**Cell outlines without signal wires**

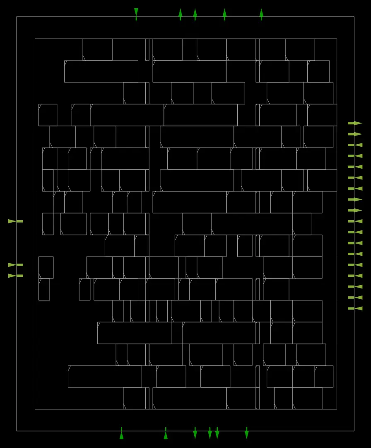
**Pin map**

Scale bar: 10 microns. Pins as bars across the die edge, other pins in grey.
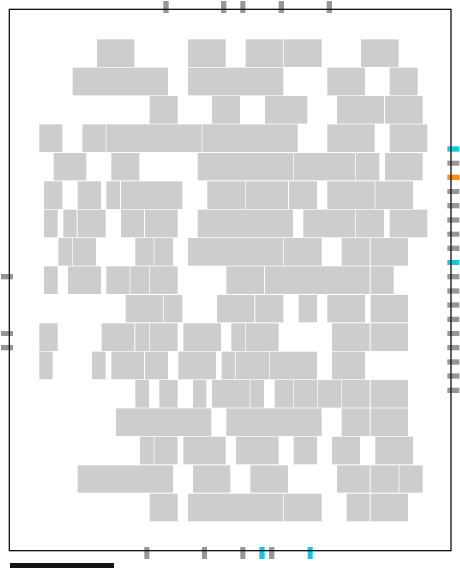
**Cell density map**

8 x 10 tiles, from white (low) to dark blue (high), 0 to 100% covered.
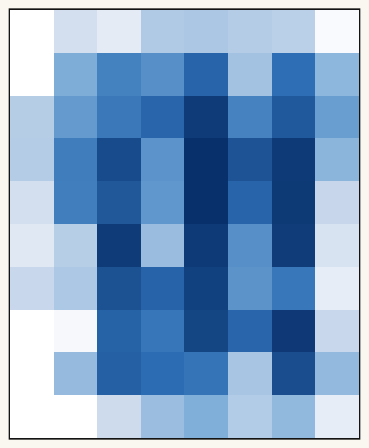
**Layout detail**

Window x 22 to 42, y 29 to 49 microns. Cells in grey, sequential cells in the stronger grey; small squares are vias.
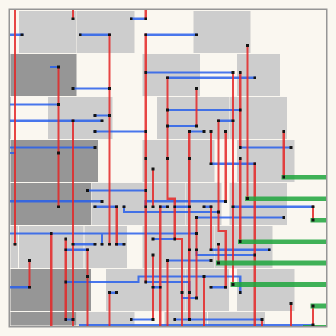
**Cells by drive strength**

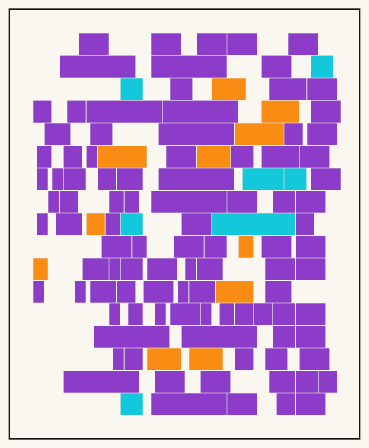
--- src/rtl/flag_status_reg.sv ---
// CPSR condition-flag register with banked SPSR, ARM condition evaluation and
// ALU carry-in return.
module flag_status_reg #(
    parameter bit BYPASS = 1'b1
) (
    input  logic       clk,
    input  logic       rst_n,
    input  logic       alu_valid,
    input  logic       s_bit,
    input  logic       alu_n,
    input  logic       alu_z,
    input  logic       alu_c,
    input  logic       alu_v,
    input  logic       msr_we,
    input  logic [3:0] msr_data,
    input  logic       exc_entry,
    input  logic       exc_return,
    input  logic       cond_valid,
    input  logic [3:0] cond,
    output logic [3:0] flags,
    output logic [3:0] spsr_flags,
    output logic       carry_out,
    output logic       cond_pass,
    output logic       cond_done,
    output logic       err_sticky
);

    localparam int unsigned FW = 4;

    logic [FW-1:0] flags_nxt;
    logic [FW-1:0] eval_flags;
    logic          ret_ok;
    logic          pass_nxt;

    // Evaluate a condition code against {N,Z,C,V}.
    function automatic logic cond_eval(input logic [3:0] cc, input logic [FW-1:0] f);
        logic n, z, c, v;
        logic r;
        n = f[3];
        z = f[2];
        c = f[1];
        v = f[0];
        case (cc)
            4'b0000: r = z;
            4'b0001: r = ~z;
            4'b0010: r = c;
            4'b0011: r = ~c;
            4'b0100: r = n;
            4'b0101: r = ~n;
            4'b0110: r = v;
            4'b0111: r = ~v;
            4'b1000: r = c & ~z;
            4'b1001: r = ~c | z;
            4'b1010: r = ~(n ^ v);
            4'b1011: r = n ^ v;
            4'b1100: r = ~z & ~(n ^ v);
            4'b1101: r = z | (n ^ v);
            4'b1110: r = 1'b1;
            default: r = 1'b0;
        endcase
        return r;
    endfunction

    // Next-flag selection; a return colliding with an entry is dropped.
    always_comb begin
        ret_ok    = exc_return & ~exc_entry;
        flags_nxt = flags;
        if (ret_ok) begin
            flags_nxt = spsr_flags;
        end else if (msr_we) begin
            flags_nxt = msr_data;
        end else if (alu_valid && s_bit) begin
            flags_nxt = {alu_n, alu_z, alu_c, alu_v};
        end
        eval_flags = BYPASS ? flags_nxt : flags;
        pass_nxt   = cond_eval(cond, eval_flags);
    end

    always_ff @(posedge clk or negedge rst_n) begin
        if (!rst_n) begin
            flags      <= FW'(0);
            spsr_flags <= FW'(0);
            cond_pass  <= 1'b0;
            cond_done  <= 1'b0;
            err_sticky <= 1'b0;
        end else begin
            flags     <= flags_nxt;
            cond_done <= cond_valid;
            if (exc_entry) begin
                spsr_flags <= flags;
            end
            if (cond_valid) begin
                cond_pass <= pass_nxt;
            end
            if (exc_entry && exc_return) begin
                err_sticky <= 1'b1;
            end
        end
    end

    // Carry-in comes from the register only, keeping the ALU path loop-free.
    assign carry_out = flags[1];

endmodule
--- config.mk ---
export PLATFORM = sky130hd
export DESIGN_NAME = flag_status_reg
export DESIGN_NICKNAME = d
export VERILOG_FILES = /design/src/rtl/flag_status_reg.sv
export SDC_FILE = /design/constraint.sdc
export NUM_CORES = 1
export LEC_CHECK = 0
export CORE_ASPECT_RATIO = 1.25
export CORE_MARGIN = 2
export CORE_UTILIZATION = 46
export CTS_CLUSTER_DIAMETER = 40
export CTS_CLUSTER_SIZE = 28
export DETAILED_ROUTE_END_ITERATION = 12
export GPL_TIMING_DRIVEN = 0
export HOLD_SLACK_MARGIN = 0.02
export PLACE_DENSITY = 0.84
export SLEW_MARGIN = 20
export SYNTH_ARGS = -nofsm -noshare
export SYNTH_HDL_FRONTEND = slang
export SYNTH_SLANG_ARGS = --single-unit
export TNS_END_PERCENT = 30
--- constraint.sdc ---
create_clock -name clk -period 4.6 [get_ports clk]
set_input_delay 0.92 -clock clk [delete_from_list [all_inputs] [get_ports clk]]
set_output_delay 0.92 -clock clk [all_outputs]
set_load 0.05 [all_outputs]
==> flow_metrics.env <==
# yosys + openroad results
export IMPL_netSwitchingFraction=0.398
export IMPL_setup_tns_ns=0
export IMPL_buf_share=0.271
export IMPL_synth_comb_largest_family="simple AND/OR/NAND/NOR gates"
export IMPL_vdd_drop_max_uv=235
export IMPL_slowest_stage="clkdlybuf4s50_1"
export IMPL_most_common_cell="dfrtp_1"
export IMPL_crit_end="cond_pass$_DFFE_PN0P_"
export IMPL_crit_path_end_kind="register"
export IMPL_drt_pass1_iter_count=4
export IMPL_netlist_instances=85
export IMPL_seq_cells=11
export IMPL_ys_warn_count=0
export IMPL_ctsHoldBuffers=0
export IMPL_cts_buffers=3
export IMPL_rsz0062_at_grt="no"
export IMPL_path_cells="clkdlybuf4s50_1 > and4bb_1 > o41ai_2 > or4_1 > nand4_1 > a31oi_1 > a41oi_2"
export IMPL_arrival_ns=2.83
export IMPL_place_congestion=0.777
export IMPL_p_per_area_nw_per_um2=302
export IMPL_async_flop_share=1.00
export IMPL_ys_seq_share=0.328
export IMPL_yosysChipArea_sq_um=838
export IMPL_syn2layout_area_growth_pct=39.4
export IMPL_hold_start="err_sticky$_DFFE_PN0P_"
export IMPL_status="complete, no violations"
export IMPL_wl_microns=2040
export IMPL_period_used=0.583
export IMPL_multi_input_comb_cells=65
export IMPL_grtUsageMet3=0.0174
export IMPL_dpl_cell_area_sq_um=1140
export IMPL_drtAntennaViolNets=0
export IMPL_synth_cell_types=41
export IMPL_overflow=0
export IMPL_synthAoiAreaFrac=0.249
export IMPL_power_leakage_nw=0.464
-- 'cell outlines without signal wires' (at the start) --
fin util: 0.670
fillers: 150

-- 'pin map' (at the start) --
Cyan is flags, pins 4, direction output, edge 2 south, 2 east. Orange is exc_return, pins 1, direction input, edge east.
IO Port Bufs: 28
DIE WIDTH: 42.2 microns

-- 'cell density map' (at the start) --
31% of the tiles are over 75% full. The fullest tile reaches 100%. The densest ninth of the die: centre.
fp util: 0.481
CORE AREA: 1740 sq um

-- 'layout detail' (at the start) --
Green is M3. Red is M2. Blue is M1.
23 logic cells have their middle in the window. Sequential cells in the window: 3. Most frequent: clkdlybuf4s50_1 (9), dfrtp_1 (3).

-- 'cells by drive strength' (at the start) --
Orange is x2, cells 11, share 9.4%. Cyan is x3 and x4, cells 7, share 6.0%. Purple is x1 and smaller, cells 99, share 85%.

-- cells in the final DEF, fill, tap and decap left out, types with 2 or more instances in the layout --
cell,instances
a21oi_1,2
a21boi_0,2
nand3b_1,3
buf_4,2
buf_2,2
xor2_1,2
nand2b_1,5
a21o_1,3
nor2b_1,2
nand2_1,7
nand4b_1,3
and4bb_1,2
nand4_1,2
dfrtp_1,11
a211oi_2,2
nand3_1,2
clkbuf_1,4
and3_1,3
clkdlybuf4s50_1,28
mux2_2,4
inv_1,2
clkbuf_4,3
-- state kept, by name, summed over array words and instances, names as in the netlist --
| register | flops |
|---|---|
| cond_pass | 1 |
| flags | 4 |
| err_sticky | 1 |
| cond_done | 1 |
| spsr_flags | 4 |
